[src/rtl/ldpc_ber_tester_din_channel.sv]
// Binary-symmetric-channel emulator on the LDPC DIN stream: per-lane LFSRs decide
// which LLRs get sign-flipped, with a running count of injected flips.
module ldpc_ber_tester_din_channel #(
  parameter int          LANES     = 16,
  parameter int          LLR_WIDTH = 8,
  parameter logic [15:0] SEED_ID   = 16'h0000
) (
  input  logic                         clk,
  input  logic                         reset,
  input  logic                         en,
  input  logic [15:0]                  threshold,
  input  logic                         clear_count,
  input  logic [LANES*LLR_WIDTH-1:0]   s_axis_tdata,
  input  logic                         s_axis_tvalid,
  output logic                         s_axis_tready,
  input  logic                         s_axis_tlast,
  output logic [LANES*LLR_WIDTH-1:0]   m_axis_tdata,
  output logic                         m_axis_tvalid,
  input  logic                         m_axis_tready,
  output logic                         m_axis_tlast,
  output logic [63:0]                  flip_count
);

  localparam int CW = $clog2(LANES + 1);
  localparam logic [LLR_WIDTH-1:0] LLR_MIN = {1'b1, {(LLR_WIDTH-1){1'b0}}};
  localparam logic [LLR_WIDTH-1:0] LLR_MAX = {1'b0, {(LLR_WIDTH-1){1'b1}}};
  localparam logic [LLR_WIDTH-1:0] LLR_ONE = {{(LLR_WIDTH-1){1'b0}}, 1'b1};
  localparam logic [CW-1:0]        CNT_ONE = {{(CW-1){1'b0}}, 1'b1};

  function automatic logic [15:0] lane_seed(input int lane);
    logic [31:0] raw_v;
    logic [15:0] seed_v;
    raw_v  = 32'h0000_ACE1 + 32'(lane) * 32'h0000_1F35;
    seed_v = raw_v[15:0] ^ SEED_ID;
    if (seed_v == 16'h0000) lane_seed = 16'h0001;
    else                    lane_seed = seed_v;
  endfunction

  function automatic logic [15:0] lfsr_next(input logic [15:0] s);
    lfsr_next = {1'b0, s[15:1]} ^ (s[0] ? 16'hB400 : 16'h0000);
  endfunction

  // The most negative code has no positive twin, so it clamps to the largest positive value.
  function automatic logic [LLR_WIDTH-1:0] flip_llr(input logic [LLR_WIDTH-1:0] llr);
    if (llr == LLR_MIN) flip_llr = LLR_MAX;
    else                flip_llr = ~llr + LLR_ONE;
  endfunction

  logic [15:0]                lfsr_r [LANES];
  logic [LANES-1:0]           flip_mask_s;
  logic [LANES*LLR_WIDTH-1:0] proc_data_s;
  logic [CW-1:0]              flip_pop_s;
  logic                       hs_s;

  assign s_axis_tready = !m_axis_tvalid || m_axis_tready;
  assign hs_s          = s_axis_tvalid && s_axis_tready;

  // Per-lane flip decision from the pre-advance LFSR state, flipped data and flip popcount.
  always_comb begin
    flip_mask_s = '0;
    proc_data_s = s_axis_tdata;
    flip_pop_s  = '0;
    for (int i = 0; i < LANES; i++) begin
      flip_mask_s[i] = en && (lfsr_r[i] < threshold);
      if (flip_mask_s[i]) begin
        proc_data_s[i*LLR_WIDTH +: LLR_WIDTH] = flip_llr(s_axis_tdata[i*LLR_WIDTH +: LLR_WIDTH]);
        flip_pop_s = flip_pop_s + CNT_ONE;
      end else begin
        proc_data_s[i*LLR_WIDTH +: LLR_WIDTH] = s_axis_tdata[i*LLR_WIDTH +: LLR_WIDTH];
      end
    end
  end

  // Lane LFSRs step once per accepted input beat, independent of en and tlast.
  always_ff @(posedge clk or posedge reset) begin
    if (reset) begin
      for (int i = 0; i < LANES; i++) lfsr_r[i] <= lane_seed(i);
    end else if (hs_s) begin
      for (int i = 0; i < LANES; i++) lfsr_r[i] <= lfsr_next(lfsr_r[i]);
    end
  end

  // Single output register stage with skid-free ready propagation.
  always_ff @(posedge clk or posedge reset) begin
    if (reset) begin
      m_axis_tvalid <= 1'b0;
      m_axis_tdata  <= '0;
      m_axis_tlast  <= 1'b0;
    end else if (hs_s) begin
      m_axis_tvalid <= 1'b1;
      m_axis_tdata  <= proc_data_s;
      m_axis_tlast  <= s_axis_tlast;
    end else if (m_axis_tready) begin
      m_axis_tvalid <= 1'b0;
    end
  end

  // Flip counter; a clear wins over the same-cycle increment.
  always_ff @(posedge clk or posedge reset) begin
    if (reset) begin
      flip_count <= 64'd0;
    end else if (clear_count) begin
      flip_count <= 64'd0;
    end else if (hs_s) begin
      flip_count <= flip_count + {{(64-CW){1'b0}}, flip_pop_s};
    end
  end

endmodule

[config.mk]
export PLATFORM = sky130hd
export DESIGN_NAME = ldpc_ber_tester_din_channel
export DESIGN_NICKNAME = d
export VERILOG_FILES = /design/src/rtl/ldpc_ber_tester_din_channel.sv
export SDC_FILE = /design/constraint.sdc
export NUM_CORES = 2
export LEC_CHECK = 0
export CORE_ASPECT_RATIO = 0.9
export CORE_MARGIN = 4
export CORE_UTILIZATION = 60
export CTS_BUF_LIST = sky130_fd_sc_hd__clkbuf_8
export CTS_CLUSTER_SIZE = 28
export DETAILED_ROUTE_END_ITERATION = 8
export DONT_BUFFER_PORTS = 1
export GPL_TIMING_DRIVEN = 1
export PLACE_DENSITY = 0.76
export SETUP_SLACK_MARGIN = 0.05
export SYNTH_ARGS = -nofsm -noshare
export SYNTH_HDL_FRONTEND = slang
export SYNTH_SLANG_ARGS = --single-unit
[constraint.sdc]
create_clock -name clk -period 19.1 [get_ports clk]
set_input_delay 3.82 -clock clk [delete_from_list [all_inputs] [get_ports clk]]
set_output_delay 3.82 -clock clk [all_outputs]
set_load 0.02 [all_outputs]
placement_by_type.png
Scale bar: 50 um.
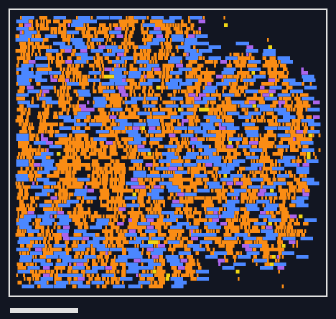
Key: other buffers and delay cells = yellow [cells 29]; combinational and other logic = orange [cells 2600]; flops = blue [cells 450]; clock drivers and dummy loads = purple [cells 144]

placement.png
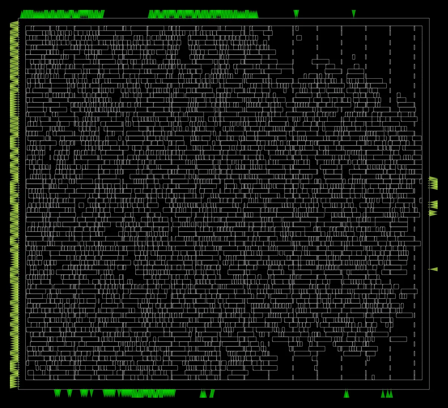
final core utilization: 65.36%
share of the final layout cell area in sequential cells: 38.46%
core area: 0.04537 sq mm

==> flow_metrics.tcl <==
# place-and-route summary
set metrics [dict create \
    outcome "finished clean" \
    layout.filler_cells 3763 \
    place_congestion 0.9127 \
    cts_max_level 3 \
    p_leak_nw 14.91 \
    crit_path_frequent_cell "ha_1" \
    yosys-stat-area_sq_mm 0.02750 \
    max_stage_delay_ns 0.45 \
    critPathMaxFanout 10 \
    clk_transition_reported_paths_ns 0.07 \
    via_count 22880 \
    clock_latency_ns 0.67 \
    clkCellAreaFrac_pct 5.498 \
    top_cells_by_count "919 x nand2_1, 334 x dfrtp_1, 278 x ha_1" \
    synth_cell_type_count 74 \
    yosys.area_share.simple_pct 22.59 \
    irDropWorstVdd_mv 0.2371 \
    layout_min_cycle_time_ns 18.07 \
    setup.worst_path.start_class "primary input" \
    syn-mean-instance-area_sq_um 8.617 \
    fa_ha_area_share_pct 12.72 \
    grt.met2_usage_pct 47.91 \
    mappedNetlistArea_sq_mm 0.02750 \
    clock-root-buffer "clkbuf_8" \
    postSynth.topFlopCell "dfrtp_1" \
    synth_dominant_cell_count "nand2_1" \
    logic_depth_of_the_worst_setup_path_including_buffers 71 \
    preCtsSetupSlack_ns 0.3081 \
    tritoncts.num_buffers 78 \
    met1_capacity_usage_during_global_routing_pct 39.10 \
    cellPowerDensity_mw_per_mm2 158.9 \
    finClkSkew_ns 0.03344 \
    drt-wirelength-per-cell_um 19.79 \
    final_cells 3832 \
    max_freq_mhz 55.33 \
    combGateArea_sq_mm 0.01528 \
    hold_path_class "reg -> reg" \
    detail-route-antenna-nets 0 \
    r2r_cells 70 \
    max_buffers_root_to_sink 3 \
    ys_top_cells_by_area "dfrtp_1 30%, ha_1 13%, nand2_1 13%" \
    first_global_vias 22630 \
    remaining_max_slew_budget_at_the_tightest_pin_pct 10.67 \
    grt_start_max_net_pins 208 \
    finalSetupViolations 0 \
    postSynthRegisterBits 450 \
    port_buffers 0 \
    ys.warnings.count 0 \
    finalHoldViolCount 0 \
    grt_setup_unrepaired "false" \
    final_min_period_over_clock_period_pct 94.63 \
    die-area_sq_mm 0.04932 \
    rr_endpoint "flip_count[58]" \
    global_route_wire_length_before_repair_um 121200 \
    non_clock_buffer_count 29 \
    chipHeight_um 211.1 \
    antenna_cells 1 \
    crit_required_ns 19.66 \
    nNonClkInverters 84 \
    viasPerCell 5.971 \
    worst-endpoint-arrival_ns 18.63 \
    worstHoldStart "lfsr_r[4]" \
    synth_compound_gate_area_share_pct 14.37 \
    yosysTopAreaCell "dfrtp_1" \
    boundaryPins 346 \
    postCtsHoldBufs 0 \
    total_number_of_warnings_across_the_stage_logs 43 \
    timing.max_cap.violations 0 \
    power_mw 4.712 \
    timing_max_transition_violations_final 0 \
    total_nets_after_synthesis 3621 \
    tns_ns 0 \
    synthMuxAreaShare_pct 0.4186 \
    syn-instance-count 3191 \
    worst_pin_slew_ns 1.336 \
    xor_share_pct 5.319 \
    antenna_violations_before_repair 3 \
    met3_resource_use_gr_pct 11.83 \
    layout.cells.most_common_list "918 x nand2_1, 334 x dfrtp_1, 278 x ha_1" \
    routed_wl_um 75850 \
    detail_route.drc_violations 0 \
    synth_async_sr_flop_share_pct 100.0 \
    cp_num_buf_inv 4 \
    worst_hold_depth 2 \
    grt_overflow_total 0 \
    logic_family "simple AND/OR/NAND/NOR gates" \
    layout.nonclk_buf_share_pct 0.8608 \
    initial_utilization_pct 60.61 \
    synth_largest_type_area_fraction_pct 30.40 \
    yosys-stat-cells 3191 \
    grt.busiest_layer "met2" \
    top_area_cell_class "multi-input combinational cells" \
    drt_pass1_iterations 6 \
    final_cell_area_sq_mm 0.02965 \
    cts_setup_buffers 0 \
    cts_tree "done" \
    clock_sinks 450 \
    rows 74 \
    clkbuf_count 102 \
    post_route_cells_drive_above_1_share_pct 9.153 \
    crit_slowest_cell "a211oi_4" \
    worstSetupStartpoint "threshold[1]" \
    crit_end "flip_count[58]" \
    final_common_cell "nand2_1" \
    placed_cell_area_sq_mm 0.02802 \
    count_of_flip_flops_with_a_built_in_enable_after_synthesis 0 \
    total_placed_cells_including_tap_cells 3687 \
    cp-end-kind "register" \
    cts_resized 0 \
    timing.reg2reg.setup_slack_ns 3.77 \
    logic_gate_count 2516 \
    area.share.combinational_pct 51.51 \
    post-dp-hpwl_um 52670 \
    ff_latch_area_sq_mm 0.01141 \
    hold_end "lfsr_r[3]" \
    drt_iter0_markers 1807 \
    timing_worst_setup_path_type "in -> reg" \
    gr-usage-all-layers_pct 30.68 \
]
-- routing by layer --
layer,up-vias,routed length [um],share of wire (%)
met4,2,2579,3.4
met2,805,34970,46
met1,11010,30700,40
li1,10870,-,-
met3,190,7585,10
met5,-,13,0.017
-- state kept, by name, summed over array words and instances (netlist names) --
register / count
lfsr_r: 256
m_axis_tdata: 128
flip_count: 64
m_axis_tlast: 1
m_axis_tvalid: 1
-- power breakdown --
group / internal (mW) / total [mW] / switching [mW]
clock: 0.495 / 0.915 / 0.420
combinational: 1.02 / 2.22 / 1.20
sequential: 1.26 / 1.58 / 0.319
total: 2.77 / 4.71 / 1.94
-- tightest hold or removal path: stages, from the launching register on --
cell,delay [ns]
dfstp_2,0.38
nand2_1,0.05
nand2_1,0.04
No activity file was given, so power comes from the tool's default toggle rates.
